--- src/rtl/mem_addr_seq.sv ---
// mem_addr_seq: registered memory-address source mux with exception vector fetch.
// Normal cycles forward src_addr[sel]; an exception drives VEC_BASE+vec and captures the handler byte.
module mem_addr_seq #(
    parameter int          WIDTH    = 32,
    parameter int          NUM_SRC  = 5,
    parameter int          SEL_W    = 3,
    parameter int unsigned VEC_BASE = 253,
    parameter int          NUM_VEC  = 3,
    parameter int          MEM_LAT  = 1
) (
    input  logic                     clk,
    input  logic                     reset_n,
    input  logic [NUM_SRC*WIDTH-1:0] src_addr,
    input  logic [SEL_W-1:0]         sel,
    input  logic                     exc_req,
    input  logic [1:0]               exc_code,
    input  logic [7:0]               mem_rdata,
    output logic [WIDTH-1:0]         mem_addr,
    output logic                     sel_err,
    output logic                     exc_busy,
    output logic                     exc_done,
    output logic [WIDTH-1:0]         handler_pc
);
    localparam int CNT_W = $clog2(MEM_LAT + 1);

    typedef enum logic {IDLE, WAIT} state_t;

    state_t           state_q, state_d;
    logic [CNT_W-1:0] cnt_q, cnt_d;
    logic [1:0]       vec_q, vec_d, vec_req;
    logic [WIDTH-1:0] mem_addr_q, mem_addr_d, handler_pc_q, handler_pc_d, src_mux;
    logic             sel_err_q, sel_err_d, exc_busy_q, exc_busy_d, exc_done_q, exc_done_d;
    logic             sel_ok;

    always_comb begin
        src_mux = '0;
        for (int i = 0; i < NUM_SRC; i++)
            if (32'(sel) == 32'(i)) src_mux = src_addr[i*WIDTH +: WIDTH];
    end

    assign sel_ok  = 32'(sel) < 32'(NUM_SRC);
    assign vec_req = (32'(exc_code) < 32'(NUM_VEC)) ? exc_code : 2'(NUM_VEC - 1);

    always_comb begin
        state_d      = state_q;
        cnt_d        = cnt_q;
        vec_d        = vec_q;
        mem_addr_d   = mem_addr_q;
        handler_pc_d = handler_pc_q;
        sel_err_d    = sel_err_q;
        exc_busy_d   = exc_busy_q;
        exc_done_d   = 1'b0;
        if (state_q == IDLE) begin
            if (exc_req) begin
                vec_d      = vec_req;
                mem_addr_d = WIDTH'(VEC_BASE) + WIDTH'(vec_req);
                cnt_d      = CNT_W'(MEM_LAT);
                exc_busy_d = 1'b1;
                state_d    = WAIT;
            end else begin
                mem_addr_d = sel_ok ? src_mux : '0;
                sel_err_d  = !sel_ok;
            end
        end else begin
            // vector address is held while the memory answers
            mem_addr_d = WIDTH'(VEC_BASE) + WIDTH'(vec_q);
            cnt_d      = cnt_q - CNT_W'(1);
            if (cnt_q == CNT_W'(1)) begin
                handler_pc_d = {{(WIDTH-8){1'b0}}, mem_rdata};
                exc_done_d   = 1'b1;
                exc_busy_d   = 1'b0;
                state_d      = IDLE;
            end
        end
    end

    always_ff @(posedge clk or negedge reset_n) begin
        if (!reset_n) begin
            state_q      <= IDLE;
            cnt_q        <= '0;
            vec_q        <= '0;
            mem_addr_q   <= '0;
            handler_pc_q <= '0;
            sel_err_q    <= 1'b0;
            exc_busy_q   <= 1'b0;
            exc_done_q   <= 1'b0;
        end else begin
            state_q      <= state_d;
            cnt_q        <= cnt_d;
            vec_q        <= vec_d;
            mem_addr_q   <= mem_addr_d;
            handler_pc_q <= handler_pc_d;
            sel_err_q    <= sel_err_d;
            exc_busy_q   <= exc_busy_d;
            exc_done_q   <= exc_done_d;
        end
    end

    assign mem_addr   = mem_addr_q;
    assign sel_err    = sel_err_q;
    assign exc_busy   = exc_busy_q;
    assign exc_done   = exc_done_q;
    assign handler_pc = handler_pc_q;
endmodule

--- config.mk ---
export PLATFORM = sky130hd
export DESIGN_NAME = mem_addr_seq
export DESIGN_NICKNAME = d
export VERILOG_FILES = /design/src/rtl/mem_addr_seq.sv
export SDC_FILE = /design/constraint.sdc
export NUM_CORES = 1
export LEC_CHECK = 0
export ABC_AREA = 1
export CAP_MARGIN = 20
export CORE_ASPECT_RATIO = 0.5
export CORE_MARGIN = 3
export CORE_UTILIZATION = 37
export CTS_BUF_LIST = sky130_fd_sc_hd__clkbuf_16
export DETAILED_ROUTE_END_ITERATION = 6
export GPL_ROUTABILITY_DRIVEN = 0
export PLACE_DENSITY = 0.85
export SLEW_MARGIN = 25
export SYNTH_ARGS = -nofsm -noshare
export SYNTH_HDL_FRONTEND = slang
export SYNTH_SLANG_ARGS = --single-unit
export TNS_END_PERCENT = 20
--- constraint.sdc ---
create_clock -name clk -period 1.7 [get_ports clk]
set_input_delay 0.34 -clock clk [delete_from_list [all_inputs] [get_ports clk]]
set_output_delay 0.34 -clock clk [all_outputs]
set_load 0.01 [all_outputs]
**Layout detail**

Region (91, 41) to (116, 66) microns. Cells in grey, sequential cells in the stronger grey; small squares are vias.
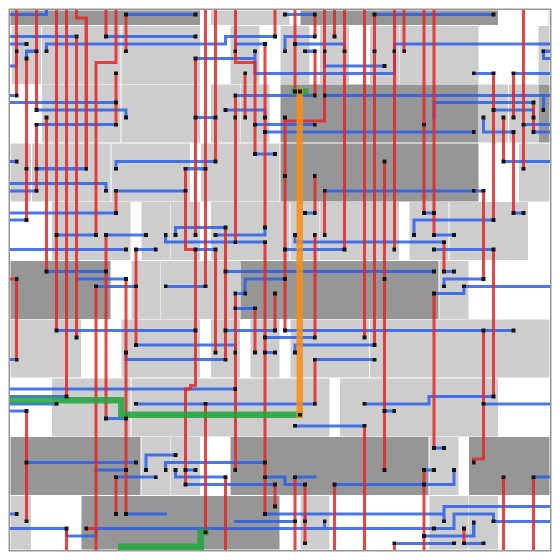
- red: M2
- blue: M1
- orange: M4
- green: M3
- sequential cells in the window: 7
- cells with their middle in the window: 52
- netlist names of flops here include: `handler_pc` (3)
- most frequent: nand2_1 (18), clkdlybuf4s50_1 (16), dfrtp_1 (7)

**Sequential cells grouped by signal name**

Drawn at 4 px/micron. Other sequential cells in the stronger grey, the rest of the logic in the fainter grey.
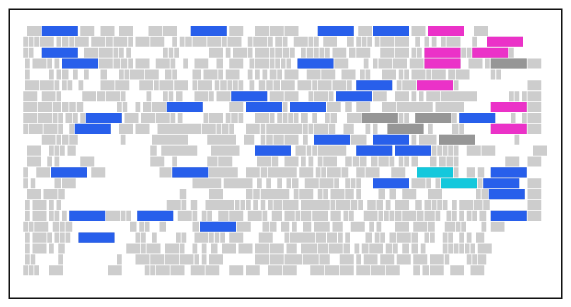
- cyan: `vec_q` (sequential cells 2)
- magenta: `handler_pc` (sequential cells 8; where upper right)
- blue: `mem_addr` (sequential cells 32; where all over the die)
- not coloured: 5
power attributed to sequential cells: 0.00158 W
flip-flop and latch share of the layout cell area: 0.2041
final standard cell utilization of the core: 0.7027

**Congestion heat map**

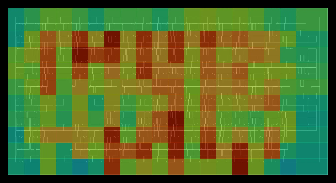
global-route layer with the greatest usage: met2
met1 GRT Util: 0.2985
met2 Usage GRT: 0.4314

**Signal wires on met1**

Drawn at 3 px/micron.
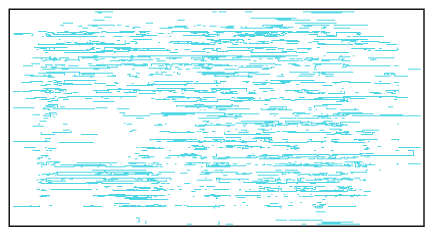
- main direction: horizontal
- wire length on this layer: 4,610 microns

==> Flow_metrics.wiki <==
== Metrics ==
{| class="wikitable"
! Metric !! Value
|-
| Result of the run || completed
|-
| Layout buffer count excluding clock buffers || 246
|-
| Cell area after layout || just under 6000 sq um
|-
| Arithmetic-cell share of the synthesized area counting full adders, half adders and majority gates || 0.003897
|-
| Row count || 23
|-
| Number of storage elements in the synthesis netlist || 47
|-
| Clock tree buffer count of the final layout || 5
|-
| Portion of the clock cycle consumed by the worst path in the final layout || 0.9415
|-
| Power Dens Cells || slightly above 800 nW/um^2
|-
| Horizontal die size || between 100 and 150 microns
|-
| And+or+nand+nor area frac || 0.4302
|-
| Maximum capacitance violations || 0
|-
| Initial drt markers || roughly 190
|-
| Cts hold-fix bufs || 1
|-
| NumNets Final || slightly below 900
|-
| Antenna violations before repair || 0
|-
| Antenna fix cells || 0
|-
| Worst reg2reg path startpoint || state_q
|-
| Slew Limit Fails || 0
|-
| Internal cell power || 0.003227 W
|-
| Worst Setup Start Kind || primary input
|-
| Placed instance count || between 800 and 900
|-
| Initial cell density of the core || 0.3915
|-
| Top logic cell family in the synthesized netlist || simple AND/OR/NAND/NOR gates
|-
| H-tree lvl count || 2
|-
| Tightest hold margin || approximately 490 ps
|-
| Count of input and output buffers || about 220
|-
| Worst skew pair latency || 290 ps
|-
| Total power consumption of the routed design || approximately 0.0047 W
|-
| First-pass GRT wire length || around 19,000 microns
|-
| Inserted Clock Buffers || 5
|-
| Xor+xnor area frac || 0
|-
| Timing-limited maximum frequency || roughly 0.62 GHz
|-
| WL met2 || about 6300 microns
|-
| Floorplan die height || 71.87 microns
|-
| Switching power total || approximately 0.0015 W
|-
| Stages on worst setup path || 7
|-
| Setup WS post-layout || approximately 99 ps
|-
| Portion of total power attributed to the clock network || 0.242
|-
| Worst clock skew || around 4.8 ps
|-
| Area grow syn2layout || 79.50%
|-
| Distinct lib cells || 23
|-
| Top-level I/O count || between 200 and 250
|-
| Dominant logic cell type in the layout || sky130_fd_sc_hd__clkdlybuf4s50_1
|-
| Cell taking the most area after synthesis || sky130_fd_sc_hd__dfrtp_1
|-
| Critical path buffer and inverter count || 3
|-
| Worst-case hold path end point || handler_pc[3]
|-
| Total met3 wirelength after detailed routing || ~740 microns
|-
| N_taps || 112
|-
| Kind of critical path || primary input to register
|-
| Root Driver || sky130_fd_sc_hd__clkbuf_16
|-
| Most frequent cells in the layout || 216 x sky130_fd_sc_hd__clkdlybuf4s50_1, 179 x sky130_fd_sc_hd__nand2_1, 70 x sky130_fd_sc_hd__nor2_1, 47 x sky130_fd_sc_hd__dfrtp_1, 44 x sky130_fd_sc_hd__nand3_1
|-
| Source of the worst hold timing path || handler_pc[3]
|-
| Fraction of final layout cells sized beyond drive strength 1 || 0.08628
|-
| Post-Syn Area per Cell || 6.759 sq um
|-
| Termination of the worst setup path || mem_addr[20]
|-
| Flop count || 47
|-
| Maximum clock path buffer count || 2
|-
| Ys cells || about 480
|-
| Worst reg2reg setup slack || 340 ps
|-
| Class of the worst hold path || register to register
|-
| Total gr overflow || 0
|-
| Power drawn by the combinational cells || 0.00201 W
|-
| MUX area fraction || 0
|-
| Data arrival time of the worst path || between 1500 and 2000 ps
|-
| Non-filler instance count after layout || 819
|-
| Count of library flops with an enable pin || 0
|-
| Largest fanout on the critical path || 26
|-
| Number of cells on the worst reg-to-reg path || 5
|-
| Top cell family by delay on the critical path || buffers and inverters
|-
| Inverters || 24
|-
| Yosys Chip Area || ~3200 sq um
|-
| Async set or reset register ratio after synthesis || 1.000
|-
| Post-cts sizing count || 0
|-
| Multi-input combinational cell count || 382
|-
| LEAKAGE || 2.740 nW
|-
| Beginning of the critical path || sel[2]
|-
| Clock buffers and inverters, area share || 0.02909
|-
| Proportion of cell area occupied by multi-input gates || 0.2931
|-
| Detailed-route via count || 3,766
|-
| Minimum clock period after layout || about 1600 ps
|-
| Post-detailed-placement cell area || roughly 5600 sq um
|-
| Fill count || 654
|}
No activity file was given, so power comes from the tool's default toggle rates.
